run_1/gates.png
Drawn at 2 px/µm.
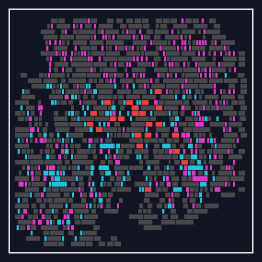
run_1/closeup.png
Region (48, 24) to (73, 49) µm. Cells in gray, sequential cells in the stronger gray; small squares are vias.
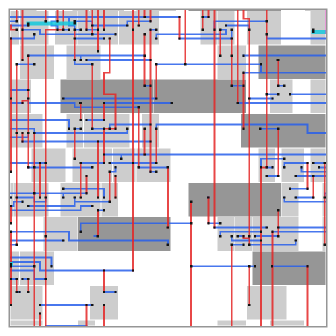
run_1/ff_map.png
Drawn at 2 px/µm. Other sequential cells in the stronger gray, the rest of the logic in the fainter gray.
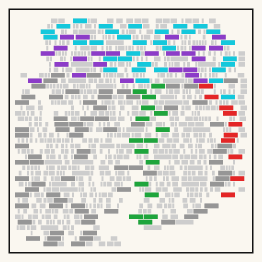
[src/rtl/imem_loader.sv]
// Boot-time instruction-memory loader: length-prefixed big-endian byte stream in,
// sequential word writes out, core held in reset until a checksum-verified load.
module imem_loader #(
    parameter int ADDR_W  = 10,
    parameter int TIMEOUT = 100000
) (
    input  logic              clk,
    input  logic              rst,
    input  logic              start,
    input  logic              in_valid,
    input  logic [7:0]        in_data,
    output logic              in_ready,
    output logic              im_we,
    output logic [ADDR_W-1:0] im_waddr,
    output logic [31:0]       im_wdata,
    output logic              cpu_rst,
    output logic              busy,
    output logic              done,
    output logic              err
);

    localparam int DEPTH = 2 ** ADDR_W;

    typedef enum logic [2:0] {S_IDLE, S_LEN_HI, S_LEN_LO, S_DATA, S_CHK} state_t;

    state_t            state_q;
    logic              in_ready_q;
    logic              im_we_q;
    logic [ADDR_W-1:0] im_waddr_q;
    logic [31:0]       im_wdata_q;
    logic              cpu_rst_q;
    logic              busy_q;
    logic              done_q;
    logic              err_q;
    logic [7:0]        len_hi_q;
    logic [15:0]       nwords_q;
    logic [15:0]       widx_q;
    logic [1:0]        bcnt_q;
    logic [23:0]       asm_q;
    logic [7:0]        xor_q;
    logic [31:0]       tmo_q;

    logic              accept;
    logic [15:0]       len_d;
    logic [15:0]       widx_d;
    logic              len_bad;
    logic              tmo_expired;

    assign accept  = in_valid & in_ready_q;
    assign len_d   = {len_hi_q, in_data};
    assign widx_d  = widx_q + 16'd1;
    assign len_bad = (len_d == 16'd0) || (32'(len_d) > 32'(DEPTH));
    // Only an idle cycle can expire the timer; an accepted byte always resets it.
    assign tmo_expired = (TIMEOUT != 0) && (state_q != S_IDLE) && !accept
                         && (tmo_q == 32'(TIMEOUT - 1));

    always_ff @(posedge clk) begin
        if (rst) begin
            state_q    <= S_IDLE;
            in_ready_q <= 1'b0;
            im_we_q    <= 1'b0;
            im_waddr_q <= '0;
            im_wdata_q <= '0;
            cpu_rst_q  <= 1'b1;
            busy_q     <= 1'b0;
            done_q     <= 1'b0;
            err_q      <= 1'b0;
            len_hi_q   <= '0;
            nwords_q   <= '0;
            widx_q     <= '0;
            bcnt_q     <= '0;
            asm_q      <= '0;
            xor_q      <= '0;
            tmo_q      <= '0;
        end else begin
            im_we_q <= 1'b0;
            if (state_q != S_IDLE)
                tmo_q <= accept ? 32'd0 : tmo_q + 32'd1;

            case (state_q)
                S_IDLE: begin
                    if (start) begin
                        state_q    <= S_LEN_HI;
                        in_ready_q <= 1'b1;
                        busy_q     <= 1'b1;
                        done_q     <= 1'b0;
                        err_q      <= 1'b0;
                        cpu_rst_q  <= 1'b1;
                        widx_q     <= '0;
                        bcnt_q     <= '0;
                        xor_q      <= '0;
                        tmo_q      <= '0;
                    end
                end
                S_LEN_HI: begin
                    if (accept) begin
                        len_hi_q <= in_data;
                        state_q  <= S_LEN_LO;
                    end
                end
                S_LEN_LO: begin
                    if (accept) begin
                        if (len_bad) begin
                            state_q    <= S_IDLE;
                            in_ready_q <= 1'b0;
                            busy_q     <= 1'b0;
                            err_q      <= 1'b1;
                        end else begin
                            nwords_q <= len_d;
                            bcnt_q   <= '0;
                            state_q  <= S_DATA;
                        end
                    end
                end
                S_DATA: begin
                    if (accept) begin
                        xor_q  <= xor_q ^ in_data;
                        asm_q  <= {asm_q[15:0], in_data};
                        bcnt_q <= bcnt_q + 2'd1;
                        if (bcnt_q == 2'd3) begin
                            im_we_q    <= 1'b1;
                            im_waddr_q <= widx_q[ADDR_W-1:0];
                            im_wdata_q <= {asm_q, in_data};
                            widx_q     <= widx_d;
                            if (widx_d == nwords_q)
                                state_q <= S_CHK;
                        end
                    end
                end
                S_CHK: begin
                    if (accept) begin
                        state_q    <= S_IDLE;
                        in_ready_q <= 1'b0;
                        busy_q     <= 1'b0;
                        if (in_data == xor_q) begin
                            done_q    <= 1'b1;
                            cpu_rst_q <= 1'b0;
                        end else begin
                            err_q <= 1'b1;
                        end
                    end
                end
                default: state_q <= S_IDLE;
            endcase

            if (tmo_expired) begin
                state_q    <= S_IDLE;
                in_ready_q <= 1'b0;
                busy_q     <= 1'b0;
                err_q      <= 1'b1;
            end
        end
    end

    assign in_ready = in_ready_q;
    assign im_we    = im_we_q;
    assign im_waddr = im_waddr_q;
    assign im_wdata = im_wdata_q;
    assign cpu_rst  = cpu_rst_q;
    assign busy     = busy_q;
    assign done     = done_q;
    assign err      = err_q;

endmodule

[config.mk]
export PLATFORM = sky130hd
export DESIGN_NAME = imem_loader
export DESIGN_NICKNAME = d
export VERILOG_FILES = /design/src/rtl/imem_loader.sv
export SDC_FILE = /design/constraint.sdc
export NUM_CORES = 1
export LEC_CHECK = 0
export CAP_MARGIN = 20
export CORE_MARGIN = 2
export CORE_UTILIZATION = 52
export CTS_CLUSTER_SIZE = 24
export DETAILED_ROUTE_END_ITERATION = 12
export MAX_ROUTING_LAYER = met4
export PLACE_DENSITY = 0.76
export SLEW_MARGIN = 20
export SYNTH_ARGS = -nofsm -noshare
export SYNTH_HDL_FRONTEND = slang
export SYNTH_SLANG_ARGS = --single-unit
[constraint.sdc]
create_clock -name clk -period 2.5 [get_ports clk]
set_input_delay 0.25 -clock clk [delete_from_list [all_inputs] [get_ports clk]]
set_output_delay 0.25 -clock clk [all_outputs]
set_load 0.005 [all_outputs]
==> flow_summary_export.csv, run 1 <==
group,metric,value,unit
outcome,run_status,"finished clean",
timing,slew_headroom,61.95,%
worst_hold_path,min_from,"rst",
placed_design,place.port_buffers,59,
clocking,cts_buffer_depth,2,
timing,final_hold_viol_count,0,
global_routing,overflow,0,
final_layout,drive_gt1_share,10.73,%
critical_path,crit_arrival,2630,ps
synthesis,ys_sh_xor,5.042,%
power,comb_power_share,6.0,%
job,cap_violations,0,
synthesis,ys_seq_share,43.85,%
global_routing,track_usage,24.79,%
timing,setup_violations,0,
power,p_int,4.224,mW
timing,fin_crit,2319,ps
synthesis,ys_types,61,
final_layout,syn_to_final_growth,21.38,%
clocking,clock_latency,430,ps
routing,wirelength,16.89,mm
synthesis,netlist_instances,898,
routing,wl_met2,7.980,mm
timing,setup_tns,0,ps
worst_hold_path,min_path_cells,2,
power,ir_drop,0.4786,mV
global_routing,grt_pass1_vias,5840,
critical_path,crit_required,2810,ps
synthesis,ys_sh_simple,26.97,%
clocking,path_clk_slew,60,ps
synthesis,ys_cells,898,
clocking,cts_made_buffers,17,
global_routing,grt_pass1_wl,28.46,mm
routing,wl_met1,7.866,mm
critical_path,reg2reg_depth,7,
floorplan,dieHeight,121.0,µm
worst_hold_path,holdCritPathClass,"in2reg",
synthesis,synth-warning-count,0,
clocking,clock-root-buffer,"clkbuf_16",
global_routing,grt_max_degree,63,
critical_path,timing.rr.end,"state_q[1]",
synthesis,ys_top_logic_family,"simple AND/OR/NAND/NOR gates",
power,switching_share,22.86,%
synthesis,aoi_share,15.88,%
floorplan,design.portCount,60,
critical_path,rrSetupSlack,180,ps
final_layout,lay_top_cells,"nand2_1, dfxtp_1, a21oi_1",
final_layout,diodes,0,
power,clockPowerShare,48.0,%
routing,topRoutingLayerUsed,"met4",
timing,finalClockPeriodUsage,92.77,%
power,power_frac_seq,46.0,%
power,fin_total_pwr,5.476,mW
global_routing,antenna_found_initial,0,
routing,dr.pass1.iters,5,
synthesis,netlist_area,0.007122,mm²
routing,drc,0,
synthesis,adder_share,0.5271,%
floorplan,die_w,121.0,µm
floorplan,rows,42,
critical_path,endpoint_kind,"flop",
synthesis,yosys-stat-area,0.007122,mm²
synthesis,synth-main-ff-cell,"dfxtp_1",
timing,fmax,431.2,MHz
timing,finalClockSkew,8.686,ps
synthesis,synth-edff-count,0,
final_layout,fillers,1117,
worst_hold_path,min_to,"len_hi_q[7]",
critical_path,crit_fanout,8,
routing,vias,6468,
timing,slew_viol_final,0,
floorplan,dieArea,0.01465,mm²
floorplan,fp_util,53.57,%
Back to the opening pictures, gates.png:
legend:
  cyan:
    family: nor cells
    cells: 141
  magenta:
    family: nand cells
    cells: 230
    where: all over the die
  red:
    family: mux cells
    cells: 22
    where: middle
Finished Layout Cells: 1136
Top cell excl fill/tap: nand2_1
Comb/total area: 42.99%

Back to the opening pictures, closeup.png:
legend:
  magenta:
    layer: M4
  blue:
    layer: M1
  red:
    layer: M2
  cyan:
    layer: M3
most frequent: nor2_1 (9), dfxtp_1 (7), buf_4 (5)
netlist names of flops here include: `nwords_q` (3), `state_q` (3)
sequential cells in the window: 7
cells with their middle in the window: 42

Back to the opening pictures, ff_map.png:
legend:
  red:
    netlist_name: `im_waddr`
    placed_flops: 10
    where: right middle
  cyan:
    netlist_name: `im_wdata`
    placed_flops: 32
    where: a horizontal strip, top
  purple:
    netlist_name: `asm_q`
    placed_flops: 24
  green:
    netlist_name: `nwords_q`
    placed_flops: 16
not colored: 74
Seq power: 2.52 mW
sequential cell area: 0.003126 mm²

-- run 1: routing by layer --
layer | vias to the layer above | global-route usage [%]
met5 | - | -
met4 | 0 | 7.703
met3 | 32 | 5.639
met2 | 167 | 38.83
met1 | 3072 | 31.97
li1 | 3197 | -
-- run 1: registers in the layout, indices dropped and copies added, names as in the netlist --
register / flops
state_q: 3
widx_q: 16
len_hi_q: 8
im_we: 1
im_waddr: 10
asm_q: 24
xor_q: 8
err: 1
im_wdata: 32
cpu_rst: 1
done: 1
busy: 1
tmo_q: 32
bcnt_q: 2
nwords_q: 16
-- run 1: power by group through the flow --
| stage | clock (mW) | sequential, mW | combinational [mW] |
|---|---|---|---|
| 2_1_floorplan | 0 | 2.56 | 0.213 |
| 3_3_place_gp | 0 | 2.57 | 0.324 |
| 3_5_place_dp | 0 | 2.57 | 0.325 |
| 4_1_cts | 2.67 | 2.52 | 0.328 |
| 5_1_grt | 2.77 | 2.52 | 0.368 |
| 6_report | 2.63 | 2.52 | 0.331 |
-- run 1: area by class of cell --
cell class                 count  area [µm²]  share of cell area [%]
inverter                       4       15.01                  0.1737
clock buffer                  19       442.9                   5.124
tap                          176       220.2                   2.547
timing repair buffer         104       963.4                   11.14
multi-input combinational    665        3716                   42.99
sequential                   156        3126                   36.16
clock inverter                12       161.4                   1.867
-- run 1: critical path: stages (launching register included) --
cell,delay (ps)
dfxtp_1,460
and3_1,350
and4_1,330
xnor2_1,140
o2111ai_1,130
or4_4,550
o2111ai_1,190
nand2_1,60
-- run 1: kinds of logic after synthesis --
group,Yosys count
XOR/XNOR,41
flip-flops,156
buffers and inverters,77
AND-OR/OR-AND,191
adder cells (fa/ha/maj),3
AND/OR/NAND/NOR,408
multiplexers,22
-- run 1: synthesized netlist by cell type (all sizes together) (6+ instances only) --
master	number	area, µm²
a211oi	8	60.06
a21oi	109	549.3
a22oi	7	57.55
a311oi	7	61.31
a31oi	6	37.54
and2	8	50.05
and3	10	62.56
and4	7	63.81
buf	18	107.6
clkbuf	55	207.7
dfxtp	156	3123
mux2i	22	220.2
nand2	182	683.2
nand3	25	125.1
nand4	11	90.08
nor2	96	360.4
nor3	21	105.1
nor4	13	115.1
o21ai	25	125.1
or4	6	56.30
xnor2	17	148.9
xor2	24	210.2
-- run 1: stage by stage --
step	hold WS [ps]	utilization (%)	cells	cell area, µm²	setup WS [ps]
2_1_floorplan	432.1	-	898	7122	96.24
3_3_place_gp	438.5	60.26	1105	8011	52.47
3_5_place_dp	444.0	60.26	1105	8011	18.01
4_1_cts	231.7	64.80	1136	8616	0.6242
5_1_grt	254.4	65.02	1136	8645	-6.535
6_report	252.4	65.02	1136	8645	180.8
-- run 1: repair_timing --
item / CTS / global route
setup endpoints to repair: 0 / 3
hold endpoints to repair: 0 / 0
resized: 0 / 7
-- run 1: how the worst max path moves through the flow --
stage / startpoint / endpoint / slack, ps / depth (start not counted)
floorplan: widx_q[0] / state_q[1] / 100 / 8
global placement: widx_q[1] / state_q[1] / 50 / 8
detailed placement: widx_q[1] / state_q[1] / 20 / 8
CTS: widx_q[1] / state_q[1] / 0.6 / 8
global route: widx_q[1] / state_q[0] / -7 / 8
finish: widx_q[4] / state_q[1] / 180 / 7
==> run 1 -> run 2 <==
- TNS_END_PERCENT: not set -> 50
run_2/pinout.png
Drawn at 4 px/µm. Pins as bars across the die edge, other pins in gray.
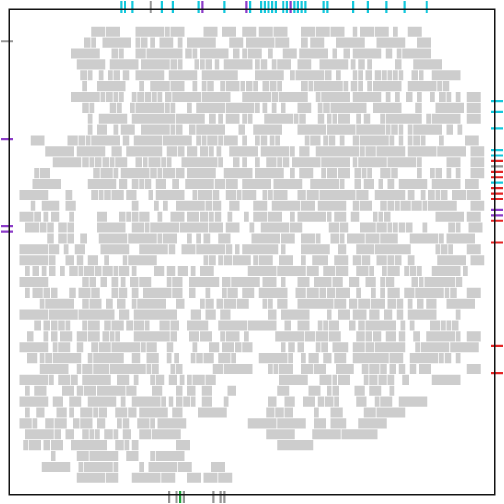
legend:
  green:
    port: `done`
    pins: 1
    direction: output
    edge: bottom
  purple:
    port: `in_data`
    pins: 8
    direction: input
    edge: 3 left, 3 top, 2 right
  cyan:
    port: `im_wdata`
    pins: 32
    direction: output
    edge: 26 top, 6 right
  red:
    port: `im_waddr`
    pins: 10
    direction: output
    edge: right
Die Wd: 121.0 µm
Port Buffers: 59

==> flow_summary_export.csv, run 2 <==
group,metric,value,unit
outcome,run_status,"finished clean",
routing,vias,6468,
synthesis,synth-edff-count,0,
final_layout,fillers,1117,
floorplan,design.portCount,60,
clocking,tritoncts,"built",
final_layout,syn_to_final_growth,21.38,%
timing,setup_violations,0,
global_routing,antenna_found_initial,0,
timing,setup_tns,0,ps
synthesis,ys_types,61,
synthesis,yosys-stat-area,0.007122,mm²
final_layout,final-instance-count-excl-fill,1136,
timing,slew_viol_final,0,
routing,drc,0,
power,switching_share,22.86,%
global_routing,grt_pass1_wl,28.46,mm
power,clockPowerShare,48.0,%
power,p_int,4.224,mW
final_layout,drive_gt1_share,10.73,%
timing,finalClockPeriodUsage,92.77,%
synthesis,top_cells_by_count,"nand2_1, dfxtp_1, a21oi_1",
final_layout,lay_top_cells,"nand2_1, dfxtp_1, a21oi_1",
timing,final_hold_viol_count,0,
clocking,cts_buffer_depth,2,
placed_design,dpl.cell_count,1105,
floorplan,rows,42,
critical_path,crit_arrival,2630,ps
synthesis,synth-main-ff-cell,"dfxtp_1",
synthesis,netlist_instances,898,
synthesis,netlist_area,0.007122,mm²
power,power.density,633.4,mW/mm²
clocking,clock_latency,430,ps
timing,fin_crit,2319,ps
global_routing,grt_max_degree,63,
placed_design,place_hpwl,11.46,mm
final_layout,combGateArea,0.003716,mm²
synthesis,synthMostInstantiatedCell,"nand2_1",
timing,finalClockSkew,8.686,ps
critical_path,endpoint_kind,"flop",
power,ir_drop,0.4786,mV
critical_path,crit_required,2810,ps
worst_hold_path,holdCritPathClass,"in2reg",
final_layout,lay_top_count,"nand2_1",
timing,slew_headroom,61.95,%
synthesis,yosysTopAreaCellShare,43.85,%
floorplan,fp_util,53.57,%
power,power_frac_seq,46.0,%
routing,wirelength,16.89,mm
critical_path,rrSetupSlack,180,ps
clocking,cts_htree_levels,4,
synthesis,synth-warning-count,0,
final_layout,diodes,0,
timing,fin_ws,180.8,ps
clocking,cts_made_buffers,17,
global_routing,overflow,0,
synthesis,synthTopCellsByArea,"dfxtp_1, nand2_1, a21oi_1",
critical_path,crit_fanout,8,
clocking,clock-root-buffer,"clkbuf_16",
power,comb_power_share,6.0,%
synthesis,ys_cells,898,
final_layout,register_area,0.003126,mm²
global_routing,grt_pass1_vias,5840,
routing,dr.pass1.iters,5,
clocking,path_clk_slew,60,ps
job,cap_violations,0,
floorplan,dieArea,0.01465,mm²
timing,fmax,431.2,MHz
placed_design,place_ws,18.01,ps
synthesis,yosysTopAreaCell,"dfxtp_1",
synthesis,ys_seq_share,43.85,%
run_2/congestion_map.png
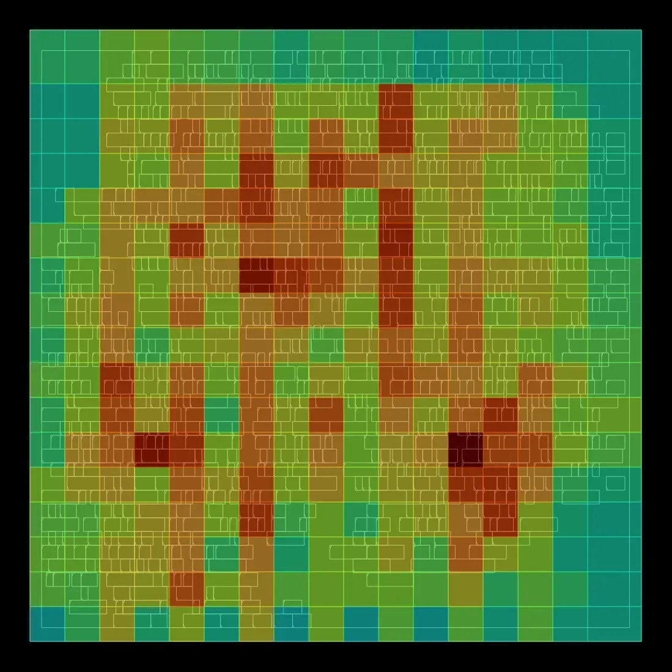
Top Usage Layer GRT: met2
GRT Overall Usage: 24.79%
final core utilization: 65.02%

run 2: critical path: stages (launching register included):
cell and delay [ps]:
dfxtp_1 460, and3_1 350, and4_1 330, xnor2_1 140
o2111ai_1 130, or4_4 550, o2111ai_1 190, nand2_1 60
run 2: what timing repair did:
item | CTS | global route
setup buffers | 0 | 0
endpoints found under the setup margin | 0 | 3
hold buffers | 0 | 0
gates resized | 0 | 7
run 2: per-layer routing:
layer | vias up | wire length, µm | part of all wire [%] | GRT usage, %
li1 | 3197 | - | - | -
met1 | 3072 | 7866 | 47 | 31.97
met2 | 167 | 7980 | 47 | 38.83
met3 | 32 | 767 | 4.5 | 5.639
met4 | 0 | 279 | 1.7 | 7.703
met5 | - | 0 | 0 | -
run 2: final cells by class:
cell class / instances / share of cell area, %
Clock buffer: 19 / 5.124
Clock inverter: 12 / 1.867
Timing Repair Buffer: 104 / 11.14
Tap cell: 176 / 2.547
Inverter: 4 / 0.1737
Multi-Input combinational cell: 665 / 42.99
Sequential cell: 156 / 36.16
run 2: per-stage QoR:
| step | instance area [µm²] | hold slack [ps] | power [mW] | utilization [%] |
|---|---|---|---|---|
| finish | 8645 | 252.4 | 5.476 | 65.02 |
| CTS | 8616 | 231.7 | 5.519 | 64.80 |
| global placement | 8011 | 438.5 | 2.897 | 60.26 |
| floorplan | 7122 | 432.1 | 2.777 | - |
| global route | 8645 | 254.4 | 5.660 | 65.02 |
| detailed placement | 8011 | 444.0 | 2.899 | 60.26 |
run 2: power groups by stage:
stage               Sequential, mW  Combinational [mW]  Clock (mW)
finish                        2.52               0.331        2.63
global route                  2.52               0.368        2.77
CTS                           2.52               0.328        2.67
detailed placement            2.57               0.325           0
global placement              2.57               0.324           0
floorplan                     2.56               0.213           0
run 2: logic make-up after synthesis:
kind of cell,count (synthesis),synth area share [%]
mux,22,3.092
flops,156,43.85
fa+ha+maj,3,0.5271
compound gates,191,15.88
xor+xnor,41,5.042
simple gates,408,26.97
buf+inv,77,4.638
run 2: final timing paths:
kind | from | to | cells after the start
hold / removal | rst | len_hi_q[7] | 2
setup / recovery | widx_q[4] | state_q[1] | 7
hold reg to reg | asm_q[18] | im_wdata[26] | 2
setup reg to reg | widx_q[4] | state_q[1] | 7
Power and IR drop assume default switching activity.
